**Run 1: routed metal, one color a layer**

Scale bar: 20 um.
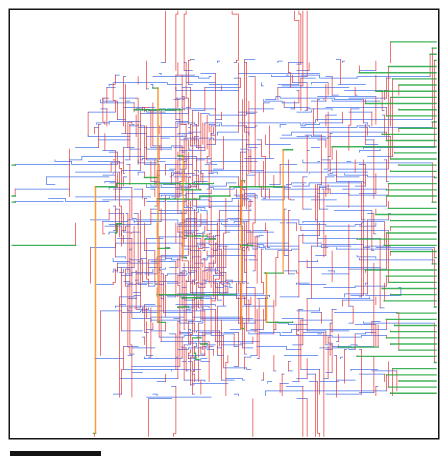
**Run 1: routed clock nets over the placement**

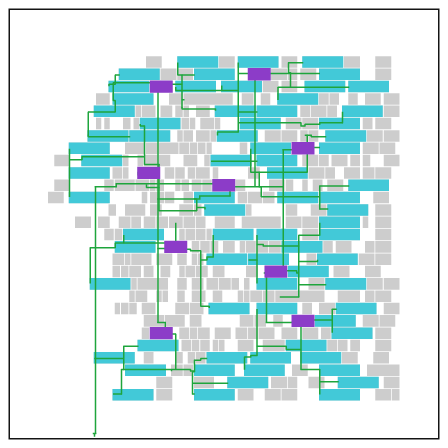
**Run 1: cell placement**

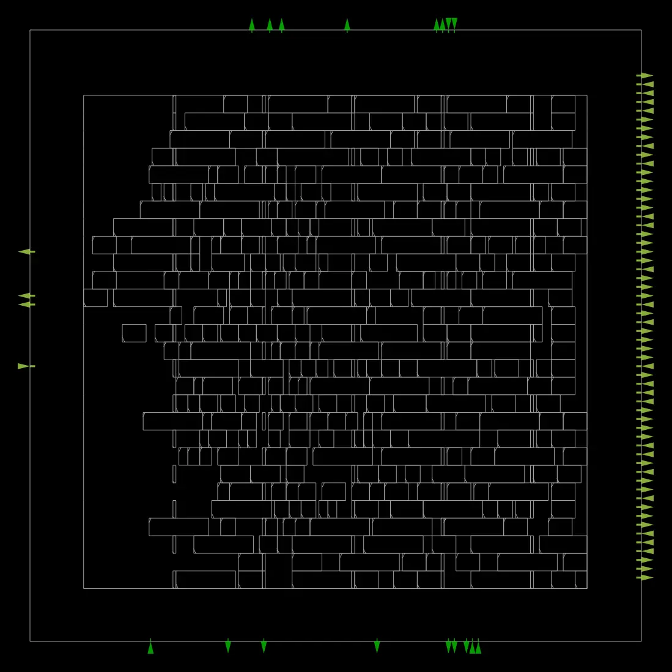
Design adv_video_timing_flat, sky130hd; sources not shown.
==> impl_metrics.py, run 1 <==
# Metrics from the implementation run
metrics = {
    "run_status": {
        "status": "completed",
    },
    "synthesis": {
        "fa_ha_area_frac": 0.02543,
        "synthTopLogicFamily": "simple AND/OR/NAND/NOR gates",
        "fp_nets": 280,
        "top_cells_by_count": "dfrtp_1 (73), and2_1 (25), nor2_1 (18), nand3_1 (15), nand2_1 (14)",
        "ff_type": "dfrtp_1",
        "synth_seq_share": 0.6189,
        "edf_count": 0,
        "syn-cell-area_sq_mm": 0.002952,
        "yosysTopAreaCellShare": 0.6189,
        "synth-warning-count": 0,
        "synth.avg_cell_area_sq_um": 12.00,
        "ys_sh_simple": 0.2361,
        "top_cells_by_area": "dfrtp_1 (62%), and2_1 (5.3%), ha_1 (2.5%)",
        "mux_share": 0.003391,
    },
    "cts": {
        "cts_made_buffers": 9,
        "cts_tree": "done",
    },
    "detailed_routing": {
        "drc": 0,
        "viasPerCell": 5.222,
    },
    "placement": {
        "gp_congestion": 0.8023,
        "dp_hpwl_um": 5035,
    },
    "cells_and_area": {
        "antenna_cells": 0,
    },
    "final_timing": {
        "final_max_slew_viol_count": 0,
        "layout_setup_ws_ns": 0.1137,
    },
    "floorplan": {
        "design.die.area_sq_mm": 0.008914,
        "core_sq_mm": 0.005921,
    },
    "flow_run": {
        "warning_count": 30,
    },
    "worst_setup_path": {
        "worst-r2r-cell-count": 5,
    },
}
Back to the opening pictures, 'routed metal, one color a layer':
M2 -> red  # wire length 3080 um
M4 -> orange  # wire length 199 um
M3 -> green  # wire length 704 um
M1 -> blue  # wire length 3050 um
GRT Total Usage: 0.1634
via count: 2235
routed wire length: 7025 um
routed length per instance: 16.41 um

Back to the opening pictures, 'routed clock nets over the placement':
flip-flops -> cyan  # count 73
clock-net drivers -> purple  # count 9
clock wires -> green  # length 840 um
routed clock nets = 10
Clock Skew: 0.01035 ns
Clk pwr share: 0.389

Back to the opening pictures, 'cell placement':
flop count: 73
sequential share of cell area: 0.4402
Tap Count: 75
fin cells: 428

==> run 1: worst max-delay path, cell delays in order (launching register included) <==
cell and delay, ns:
dfrtp_1 0.41, nand4b_4 0.19, o2111a_2 0.32, nor2b_4 0.14
buf_2 0.16
==> run 1: power by group through the flow <==
stage          combinational (uW)  clock (uW)  sequential, uW
5_1_grt                       448        1320            1510
3_3_place_gp                  410           0            1530
2_1_floorplan                 122           0            1600
4_1_cts                       417        1250            1510
6_report                      412        1220            1510
3_5_place_dp                  415           0            1530
==> run 1: kinds of logic (layout without fill, tap and decap cells) <==
logic type,after synthesis,after routing
and+or+nand+nor,118,118
DFF,73,73
AOI/OAI and AO/OA,22,22
buffers and inverters,17,124
xor gates and xnor gates,9,9
adders and majority gates,6,6
muxes,1,1
==> run 1: stage by stage <==
stage                     total power, uW  area, sq um    util  cells
after floorplan                      1722         2952       -    246
after global placement               1941         3920  0.6621    411
after detailed placement             1946         3920  0.6621    411
after CTS                            3174         4150  0.7010    428
after global routing                 3278         4150  0.7010    428
final                                3140         4150  0.7010    428
==> run 1: final cells by class <==
cell class	count	area [sq um]
Timing Repair Buffer	102	963.4
Sequential cell	73	1827
Fill cell	410	1770
Multi-Input combinational cell	156	1016
Tap cell	75	93.84
Inverter	6	22.52
Clock buffer	10	137.6
Clock inverter	6	90.09
==> run 1: cell usage in the layout (no fill, tap or decap), drive strengths merged, types with 3 or more instances in the layout <==
cell type / synthesis / layout
inv: 6 / 7
and3: 11 / 11
dfrtp: 73 / 73
a21oi: 6 / 6
o211ai: 3 / 3
o21ai: 3 / 3
a31oi: 3 / 3
xnor2: 4 / 4
nand3: 16 / 16
and4: 3 / 3
buf: 10 / 26
or3: 5 / 5
clkdlybuf4s50: 0 / 76
xor2: 5 / 5
nand2: 15 / 15
and2: 25 / 25
nor2: 19 / 19
nand4: 4 / 4
clkbuf: 1 / 10
nor4: 4 / 4
ha: 6 / 6
==> run 1: what timing repair did <==
action,in CTS,in global routing
setup endpoints to repair,1,0
gates resized,5,0
buffers inserted,1,0
==> run 1: metal layers <==
metal | vias to the layer above | share of wire | GRT usage
li1 | 1041 | - | -
met1 | 1073 | 0.43 | 0.2106
met3 | 16 | 0.10 | 0.04286
met4 | 0 | 0.028 | 0.09908
met2 | 105 | 0.44 | 0.2416
met5 | - | 0 | 0
==> run 2: changes to the inputs <==
- SLEW_MARGIN: unset -> 30
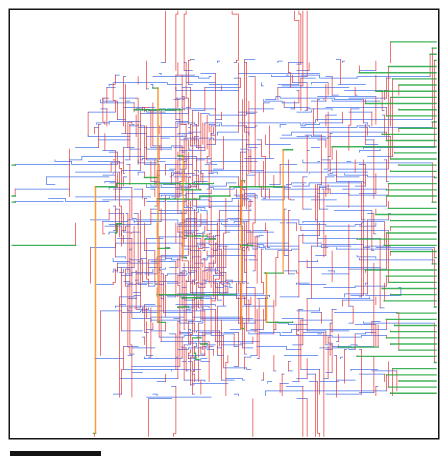
**Above:** run 2 (routed metal, one color a layer).
Scale bar: 20 um.
M1 -> blue  # wire length 3050 um
M3 -> green  # wire length 704 um
M2 -> red  # wire length 3080 um
M4 -> orange  # wire length 199 um

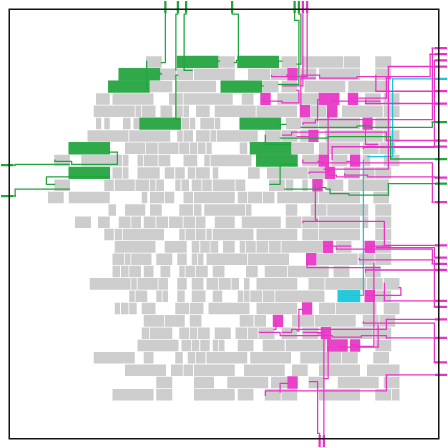
**Above:** run 2 (wires at chosen ports, followed through buffers).
fifo_fifo_rd -> cyan  # direction output, edge right, end cells 1, buffers 1, wire 65.0 um
x_pos -> green  # direction output, edge 6 top, 3 right, 2 left, end cells 11, buffers 11, wire 305 um
fifo_fifo_data -> magenta  # direction input, edge 20 right, 2 bottom, 2 top, end cells 24, buffers 24, wire 882 um
IO buf count: 78
# IOs: 79

==> impl_metrics.py, run 2 <==
# Metrics from the implementation run
metrics = {
    "run_status": {
        "status": "completed",
    },
    "flow_run": {
        "warning_count": 30,
    },
    "detailed_routing": {
        "vias": 2235,
        "routed_wl_um": 7025,
        "wl_per_cell_um": 16.41,
        "viasPerCell": 5.222,
    },
    "global_routing": {
        "grt_usage": 0.1634,
    },
    "final_timing": {
        "clock-skew-final_ns": 0.01035,
    },
    "synthesis": {
        "top_cells_by_count": "dfrtp_1 (73), and2_1 (25), nor2_1 (18), nand3_1 (15), nand2_1 (14)",
        "top_cells_by_area": "dfrtp_1 (62%), and2_1 (5.3%), ha_1 (2.5%)",
        "fp_nets": 280,
        "synth.avg_cell_area_sq_um": 12.00,
        "edf_count": 0,
        "synth-warning-count": 0,
        "yosysTopAreaCellShare": 0.6189,
        "syn-cell-area_sq_mm": 0.002952,
        "synth_seq_share": 0.6189,
    },
    "power": {
        "clockPowerShare": 0.389,
    },
    "cells_and_area": {
        "nFillCells": 410,
        "seq_area_sq_mm": 0.001827,
    },
    "placement": {
        "dp_hpwl_um": 5035,
        "gp_congestion": 0.8023,
    },
    "cts": {
        "cts_tree": "done",
    },
    "worst_setup_path": {
        "worst-r2r-cell-count": 5,
    },
}
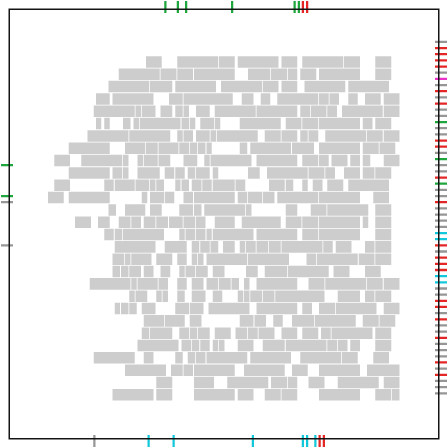
**Above:** run 2 (I/O pins on the die edge).
Pins as bars across the die edge, other pins in gray.
fifo_fifo_rd -> magenta  # pins 1, direction output, edge right
x_pos -> green  # pins 11, direction output, edge 6 top, 3 right, 2 left
fifo_fifo_data -> red  # pins 24, direction input, edge 20 right, 2 bottom, 2 top
y_pos -> cyan  # pins 10, direction output, edge 6 bottom, 4 right
all pins by edge = 58 right, 9 bottom, 8 top, 4 left
die width: 94.42 um
Die H: 94.42 um

==> run 2: cell counts in the layout (fill, tap and decap cells not counted) <==
No cell type changed its count.
==> run 2: stage by stage <==
stage	area [sq um]	instances	setup slack (ns)	utilization	total power, uW
floorplan	2952	246	0.4221	-	1722
global placement	3920	411	0.04167	0.6621	1941
detailed placement	3920	411	0.02929	0.6621	1946
CTS	4150	428	0.09329	0.7010	3174
global route	4150	428	0.05822	0.7010	3278
finish	4150	428	0.1137	0.7010	3140
==> run 2: cells by family (layout without fill, tap and decap cells) <==
logic type	Yosys count	in the layout	synth area share
compound gates	22	22	0.05257
xor+xnor	9	9	0.02670
fa+ha+maj	6	6	0.02543
buf+inv	17	124	0.03688
flops	73	73	0.6189
mux	1	1	0.003391
simple gates	118	118	0.2361
==> run 2: repair_timing <==
action / CTS / global route
setup buffers: 1 / 0
hold buffers: 0 / 0
gates resized: 5 / 0
hold endpoints to repair: 0 / 0
endpoints found under the setup margin: 1 / 0
==> run 2: layer usage <==
layer | share of wire | wire, um | global-route usage | up-vias
li1 | - | - | - | 1041
met1 | 0.43 | 3045 | 0.2106 | 1073
met2 | 0.44 | 3075 | 0.2416 | 105
met3 | 0.10 | 704 | 0.04286 | 16
met4 | 0.028 | 199 | 0.09908 | 0
met5 | 0 | 0 | 0 | -
==> run 2: final cells by class <==
type,count,share of cell area
clock buffer,10,0.03316
clock inverter,6,0.02171
inverter,6,0.005427
multi-input combinational,156,0.2448
sequential,73,0.4402
tap,75,0.02261
timing repair buffer,102,0.2321
==> run 2: power groups by stage <==
stage | combinational [uW] | sequential [uW] | clock (uW)
global placement | 410 | 1530 | 0
global route | 448 | 1510 | 1320
floorplan | 122 | 1600 | 0
detailed placement | 415 | 1530 | 0
CTS | 417 | 1510 | 1250
finish | 412 | 1510 | 1220
==> run 2: critical path: stages (launching register included) <==
cell and delay (ns):
dfrtp_1 0.41, nand4b_4 0.19, o2111a_2 0.32, nor2b_4 0.14, buf_2 0.16
No activity file was given, so power comes from the tool's default toggle rates.
